===== src/rtl/wb_stage_if.sv =====
// ============================================================================
// Module      : wb_stage_if
// Description : MEM-to-WB bus bundle: memory-stage inputs and write-back
//               outputs of the MEM/WB pipeline register.
// Revision    : 1.0 - initial release
// ============================================================================
`default_nettype none

interface wb_stage_if #(
    parameter int CNT_W = 32
);
    // MEM-stage side
    logic              MemValid;
    logic [4:0]        MemRD;
    logic              MemRegWr;
    logic              MemLink;
    logic [2:0]        MemLoadType;
    logic [31:0]       MemALUOut;
    logic [31:0]       MemRData;
    logic [31:0]       MemPC;
    // write-back side
    logic [4:0]        RD;
    logic [31:0]       WData;
    logic              RegWr;
    logic              WbValid;
    logic [31:0]       WbPC;
    logic              FwdValid;
    logic              AlignErr;
    logic [CNT_W-1:0]  InstRet;

    modport master (
        output MemValid, MemRD, MemRegWr, MemLink, MemLoadType,
               MemALUOut, MemRData, MemPC,
        input  RD, WData, RegWr, WbValid, WbPC, FwdValid, AlignErr, InstRet
    );

    modport slave (
        input  MemValid, MemRD, MemRegWr, MemLink, MemLoadType,
               MemALUOut, MemRData, MemPC,
        output RD, WData, RegWr, WbValid, WbPC, FwdValid, AlignErr, InstRet
    );
endinterface

`default_nettype wire


===== src/rtl/wb_stage.sv =====
// ============================================================================
// Module      : wb_stage
// Description : MEM/WB pipeline register with load extraction, write-value
//               select, register-file write port and retired-instr counter.
// Revision    : 1.0 - initial release
// ============================================================================
`default_nettype none

module wb_stage #(
    parameter int LINK_OFFSET = 4,
    parameter int CNT_W       = 32
) (
    input  wire logic   Clk,
    input  wire logic   Reset,
    input  wire logic   Stall,
    input  wire logic   Flush,
    wb_stage_if.slave   wb
);

    localparam logic [2:0] c_LD_NONE = 3'd0;
    localparam logic [2:0] c_LD_LW   = 3'd1;
    localparam logic [2:0] c_LD_LH   = 3'd2;
    localparam logic [2:0] c_LD_LHU  = 3'd3;
    localparam logic [2:0] c_LD_LB   = 3'd4;
    localparam logic [2:0] c_LD_LBU  = 3'd5;

    logic [1:0]       w_addr;
    logic [7:0]       w_byte;
    logic [15:0]      w_half;
    logic [31:0]      w_load;
    logic             w_is_load;
    logic             w_misalign;
    logic [31:0]      w_wdata;
    logic             w_regwr;
    logic             w_alignerr;

    logic [4:0]       r_rd;
    logic [31:0]      r_wdata;
    logic             r_regwr;
    logic             r_valid;
    logic [31:0]      r_pc;
    logic             r_alignerr;
    logic [CNT_W-1:0] r_instret;

    assign w_addr = wb.MemALUOut[1:0];

    // Memory words are big-endian: the lowest address holds the top byte.
    always_comb begin
        w_byte = 8'd0;
        case (w_addr)
            2'd0:    w_byte = wb.MemRData[31:24];
            2'd1:    w_byte = wb.MemRData[23:16];
            2'd2:    w_byte = wb.MemRData[15:8];
            default: w_byte = wb.MemRData[7:0];
        endcase
    end

    assign w_half = w_addr[1] ? wb.MemRData[15:0] : wb.MemRData[31:16];

    always_comb begin
        w_load     = wb.MemRData;
        w_is_load  = 1'b1;
        w_misalign = 1'b0;
        case (wb.MemLoadType)
            c_LD_LW: begin
                w_load     = wb.MemRData;
                w_misalign = (w_addr != 2'd0);
            end
            c_LD_LH: begin
                w_load     = {{16{w_half[15]}}, w_half};
                w_misalign = w_addr[0];
            end
            c_LD_LHU: begin
                w_load     = {16'd0, w_half};
                w_misalign = w_addr[0];
            end
            c_LD_LB:  w_load = {{24{w_byte[7]}}, w_byte};
            c_LD_LBU: w_load = {24'd0, w_byte};
            default:  w_is_load = 1'b0;  // none, and reserved codes 6-7
        endcase
    end

    always_comb begin
        w_wdata = wb.MemALUOut;
        if (wb.MemLink) begin
            w_wdata = wb.MemPC + 32'(LINK_OFFSET);
        end else if (w_is_load && (wb.MemLoadType != c_LD_NONE)) begin
            w_wdata = w_load;
        end
    end

    assign w_alignerr = wb.MemValid & w_misalign;
    assign w_regwr    = wb.MemValid & wb.MemRegWr & (wb.MemRD != 5'd0) & ~w_misalign;

    always_ff @(posedge Clk) begin
        if (Reset) begin
            r_rd       <= 5'd0;
            r_wdata    <= 32'd0;
            r_regwr    <= 1'b0;
            r_valid    <= 1'b0;
            r_pc       <= 32'd0;
            r_alignerr <= 1'b0;
            r_instret  <= '0;
        end else begin
            // The WB occupant retires the moment it leaves, flushed or not.
            if (r_valid && !Stall) begin
                r_instret <= r_instret + CNT_W'(1);
            end
            if (Flush) begin
                r_valid    <= 1'b0;
                r_regwr    <= 1'b0;
                r_alignerr <= 1'b0;
            end else if (!Stall) begin
                r_rd       <= wb.MemRD;
                r_wdata    <= w_wdata;
                r_regwr    <= w_regwr;
                r_valid    <= wb.MemValid;
                r_pc       <= wb.MemPC;
                r_alignerr <= w_alignerr;
            end
        end
    end

    assign wb.RD       = r_rd;
    assign wb.WData    = r_wdata;
    assign wb.RegWr    = r_regwr;
    assign wb.WbValid  = r_valid;
    assign wb.WbPC     = r_pc;
    assign wb.FwdValid = r_regwr;
    assign wb.AlignErr = r_alignerr;
    assign wb.InstRet  = r_instret;

endmodule

`default_nettype wire


===== src/flat_wrapper.sv =====
// flat-port wrapper written by rule: the top's interface ports become plain ports
module wb_stage_flat 
#(
    parameter int LINK_OFFSET = 4,
    parameter int CNT_W       = 32
)
  (Clk, Reset, Stall, Flush, wb_MemValid, wb_MemRD, wb_MemRegWr, wb_MemLink, wb_MemLoadType, wb_MemALUOut, wb_MemRData, wb_MemPC, wb_RD, wb_WData, wb_RegWr, wb_WbValid, wb_WbPC, wb_FwdValid, wb_AlignErr, wb_InstRet);
  wb_stage_if #(.CNT_W(CNT_W)) wb_i ();
  input  wire logic Clk;
  input  wire logic Reset;
  input  wire logic Stall;
  input  wire logic Flush;
  input wire logic [$bits(wb_i.MemValid)-1:0] wb_MemValid;
  input wire logic [$bits(wb_i.MemRD)-1:0] wb_MemRD;
  input wire logic [$bits(wb_i.MemRegWr)-1:0] wb_MemRegWr;
  input wire logic [$bits(wb_i.MemLink)-1:0] wb_MemLink;
  input wire logic [$bits(wb_i.MemLoadType)-1:0] wb_MemLoadType;
  input wire logic [$bits(wb_i.MemALUOut)-1:0] wb_MemALUOut;
  input wire logic [$bits(wb_i.MemRData)-1:0] wb_MemRData;
  input wire logic [$bits(wb_i.MemPC)-1:0] wb_MemPC;
  output wire logic [$bits(wb_i.RD)-1:0] wb_RD;
  output wire logic [$bits(wb_i.WData)-1:0] wb_WData;
  output wire logic [$bits(wb_i.RegWr)-1:0] wb_RegWr;
  output wire logic [$bits(wb_i.WbValid)-1:0] wb_WbValid;
  output wire logic [$bits(wb_i.WbPC)-1:0] wb_WbPC;
  output wire logic [$bits(wb_i.FwdValid)-1:0] wb_FwdValid;
  output wire logic [$bits(wb_i.AlignErr)-1:0] wb_AlignErr;
  output wire logic [$bits(wb_i.InstRet)-1:0] wb_InstRet;
  assign wb_i.MemValid = wb_MemValid;
  assign wb_i.MemRD = wb_MemRD;
  assign wb_i.MemRegWr = wb_MemRegWr;
  assign wb_i.MemLink = wb_MemLink;
  assign wb_i.MemLoadType = wb_MemLoadType;
  assign wb_i.MemALUOut = wb_MemALUOut;
  assign wb_i.MemRData = wb_MemRData;
  assign wb_i.MemPC = wb_MemPC;
  assign wb_RD = wb_i.RD;
  assign wb_WData = wb_i.WData;
  assign wb_RegWr = wb_i.RegWr;
  assign wb_WbValid = wb_i.WbValid;
  assign wb_WbPC = wb_i.WbPC;
  assign wb_FwdValid = wb_i.FwdValid;
  assign wb_AlignErr = wb_i.AlignErr;
  assign wb_InstRet = wb_i.InstRet;
  wb_stage #(.LINK_OFFSET(LINK_OFFSET), .CNT_W(CNT_W)) u_core (.Clk(Clk), .Reset(Reset), .Stall(Stall), .Flush(Flush), .wb(wb_i));
endmodule

===== config.mk =====
export PLATFORM = sky130hd
export DESIGN_NAME = wb_stage_flat
export DESIGN_NICKNAME = d
export VERILOG_FILES = /design/src/rtl/wb_stage_if.sv /design/src/rtl/wb_stage.sv /design/src/flat_wrapper.sv
export SDC_FILE = /design/constraint.sdc
export NUM_CORES = 1
export LEC_CHECK = 0
export CORE_MARGIN = 3
export CORE_UTILIZATION = 25
export CTS_BUF_LIST = sky130_fd_sc_hd__clkbuf_2
export DETAILED_ROUTE_END_ITERATION = 12
export GPL_TIMING_DRIVEN = 0
export PLACE_DENSITY = 0.47
export SLEW_MARGIN = 20
export SYNTH_ARGS = -nofsm -noshare
export SYNTH_HDL_FRONTEND = slang
export SYNTH_SLANG_ARGS = --single-unit

===== constraint.sdc =====
create_clock -name Clk -period 5 [get_ports Clk]
set_input_delay 0.5 -clock Clk [delete_from_list [all_inputs] [get_ports Clk]]
set_output_delay 0.5 -clock Clk [all_outputs]
set_load 0.005 [all_outputs]

==> impl_metrics.env, run 1 <==
# flow metrics
export IMPL_min_delay_path_depth=3
export IMPL_place_area_um2=8406
export IMPL_use_met1=0.2785
export IMPL_cp_startpoint="wb_MemPC[2]"
export IMPL_top_usage_layer="met2"
export IMPL_totalWireLength_mm=25.87
export IMPL_coreArea_um2=22980
export IMPL_rsz0062_at_grt="false"
export IMPL_critPathTopFamily="simple AND/OR/NAND/NOR gates"
export IMPL_cts_root_buf="clkbuf_2"
export IMPL_ant_nets=0
export IMPL_ctsHoldBuffers=0
export IMPL_logic_gates=581
export IMPL_switching_share=0.3302
export IMPL_flop_cell="dfxtp_1"
export IMPL_worst_r2r_endpoint="u_core.wb.InstRet[30]$_SDFFE_PP0P_"
export IMPL_final_max_slew_viol_count=0
export IMPL_first_iter_violations=386
export IMPL_status="finished clean"
export IMPL_ys_area_um2=5922
export IMPL_antenna_found_initial=1
export IMPL_post_place_ws_ns=1.983
export IMPL_hp_start="Stall"
export IMPL_hold_end="u_core.wb.WbValid$_SDFFE_PP0N_"
export IMPL_async_reset_ff_frac=0
export IMPL_grtUsageMet2=0.3103
export IMPL_end_kind="register"
export IMPL_cts_buffers=9
export IMPL_ys_seq_share=0.3516
export IMPL_final_cell_mix="clkdlybuf4s50_1 (209), nand2_1 (125), dfxtp_1 (104)"
export IMPL_p_leak_nw=2.890
export IMPL_worstSetupPathType="in -> reg"
export IMPL_cp_max_fo=9
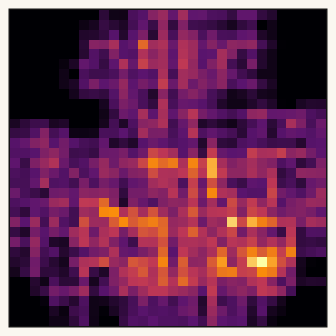
*Wire density map, run 1*
The die is cut into 32 by 32 equal tiles; black is low, pale yellow is high, scaled to the fullest tile. Values are wire area over tile area, all layers added.
16% of the tiles are nearly empty. The fullest tile reaches 0.62. 9.4% of the tiles are over half the peak. The emptiest ninth of the die: north-west.

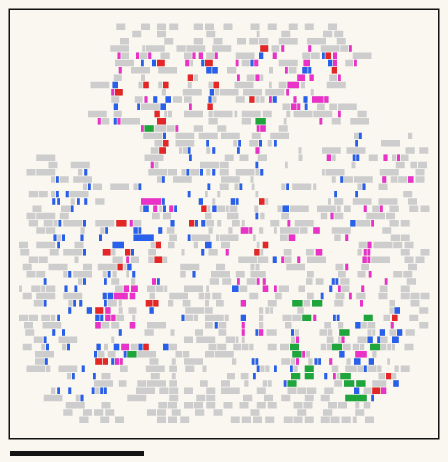
*Gate-type map, run 1*
The bar under the picture is 50 µm long.
Key: green = mux cells [cells 20, most used mux2i_1]; red = and/or cells [cells 36, most used and3_1]; magenta = nor cells [cells 113, most used nor2_1]; blue = nand cells [cells 176, most used nand2_1, where spread over the die]

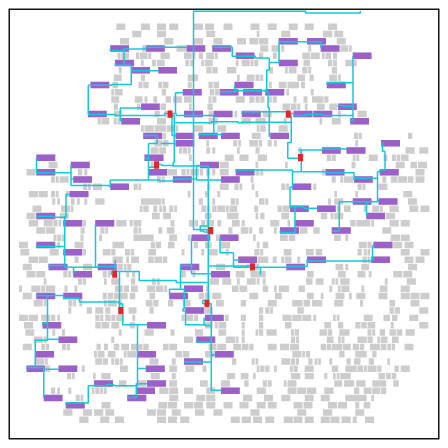
*Clock network drawn from the DEF, run 1*
Key: purple = flip-flops [count 104]; cyan = clock wires [length 1590 µm]; red = clock-net drivers [count 9]
Position of the flops: spread over the die.

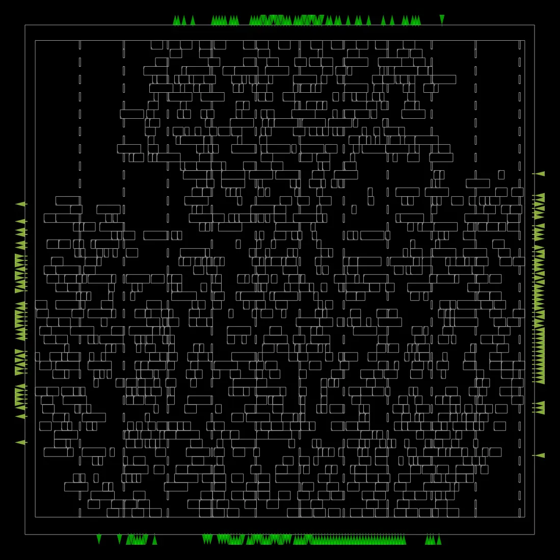
*Cell outlines without signal wires, run 1*
flop count: 104
Tap Cells: 313

### Zoomed window, run 1

The bar under the picture is 10 µm long. Region (67, 35) to (92, 60) µm. Cells in gray, sequential cells in the stronger gray; small squares are vias.
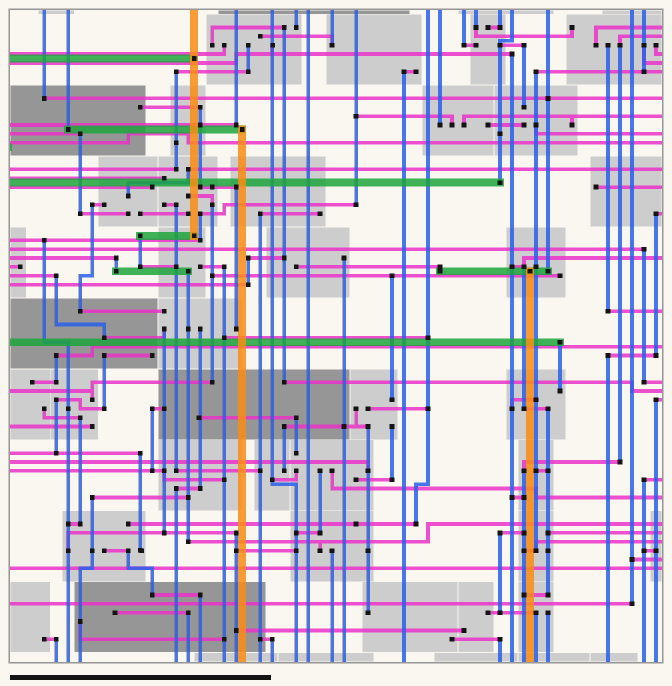

--- run 2 (diff from run 1) ---
==> constraint.sdc (replaced) <==
create_clock -name Clk -period 2.3 [get_ports Clk]
set_input_delay 0.23 -clock Clk [delete_from_list [all_inputs] [get_ports Clk]]
set_output_delay 0.23 -clock Clk [all_outputs]
set_load 0.005 [all_outputs]
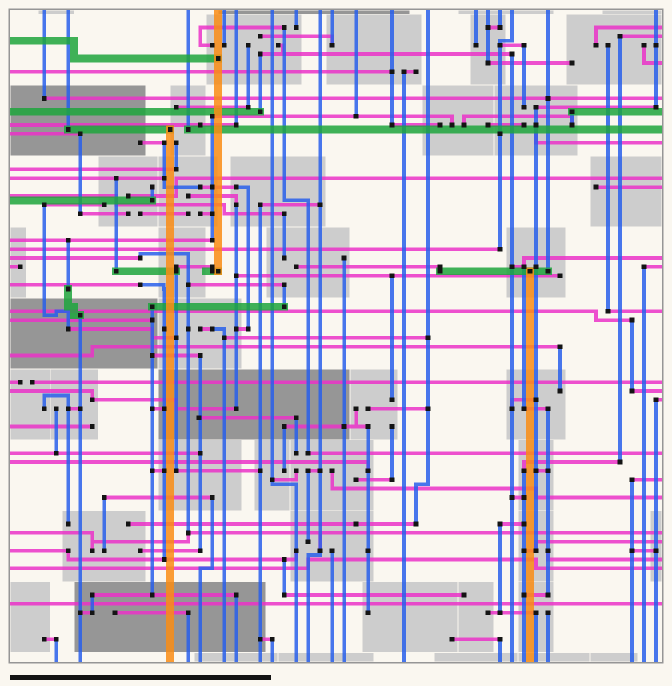
*Zoomed window, run 2*
The bar under the picture is 10 µm long. Region (67, 35) to (92, 60) µm. Cells in gray, sequential cells in the stronger gray; small squares are vias.
Key: magenta = M1; orange = M4; green = M3; blue = M2
Netlist names of flops here include `u_core.wb.WData` (4). Most frequent: o221ai_1 (4), clkdlybuf4s50_1 (4), dfxtp_1 (4). 32 logic cells have their middle in the window. Sequential cells in the window: 4.

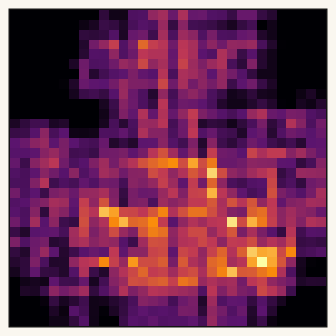
*Wire density map, run 2*
The die is cut into 32 by 32 equal tiles; black is low, pale yellow is high, scaled to the fullest tile. Values are wire area over tile area, all layers added.
The fullest tile reaches 0.59. 16% of the tiles are nearly empty. The mean over all tiles is 0.16. 13% of the tiles are over half the peak.

==> impl_metrics.env, run 2 <==
# flow metrics
export IMPL_final_max_slew_viol_count=0
export IMPL_yosys_top_cells_count="nand2_1 (125), dfxtp_1 (104), a21oi_1 (74), nor2_1 (67), xnor2_1 (27)"
export IMPL_worst_r2r_endpoint="u_core.wb.InstRet[30]$_SDFFE_PP0P_"
export IMPL_taps=313
export IMPL_ant_nets=0
export IMPL_p_leak_nw=2.903
export IMPL_met2_wirelength_mm=11.61
export IMPL_rsz0062_at_grt="false"
export IMPL_worstSetupPathType="in -> reg"
export IMPL_yosys_warnings=0
export IMPL_hp_start="wb_MemPC[0]"
export IMPL_coreArea_um2=22980
export IMPL_ys_seq_share=0.3516
export IMPL_min_delay_path_depth=3
export IMPL_pg_comb_w=0.000969
export IMPL_logic_area_um2=3548
export IMPL_flop_cell="dfxtp_1"
export IMPL_cp_startpoint="Stall"
export IMPL_logic_gates=581
export IMPL_fillerInstances=2476
export IMPL_place_area_um2=8406
export IMPL_ctsHoldBuffers=3
export IMPL_final_cell_mix="clkdlybuf4s50_1 (209), nand2_1 (125), dfxtp_1 (104)"
export IMPL_synth_distinct_cells=78
export IMPL_first_iter_violations=403
export IMPL_ys_area_um2=5922
export IMPL_top_usage_layer="met2"
export IMPL_totalWireLength_mm=25.86
export IMPL_cts_root_buf="clkbuf_2"
export IMPL_status="finished clean"
export IMPL_antenna_found_initial=1
export IMPL_flops=104
export IMPL_post_place_ws_ns=-0.4471
export IMPL_async_reset_ff_frac=0
export IMPL_grtUsageMet2=0.3111
export IMPL_p_int_w=0.002521
export IMPL_drc=0
export IMPL_hold_end="u_core.wb.WbPC[0]$_SDFFE_PP0P_"
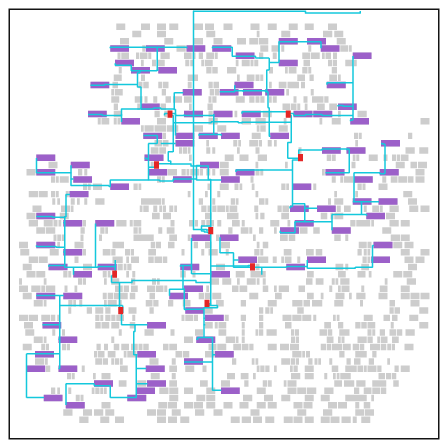
*Clock network drawn from the DEF, run 2*
Key: red = clock-net drivers [count 9]; purple = flip-flops [count 104]; cyan = clock wires [length 1600 µm]
Position of the flops: spread over the die.

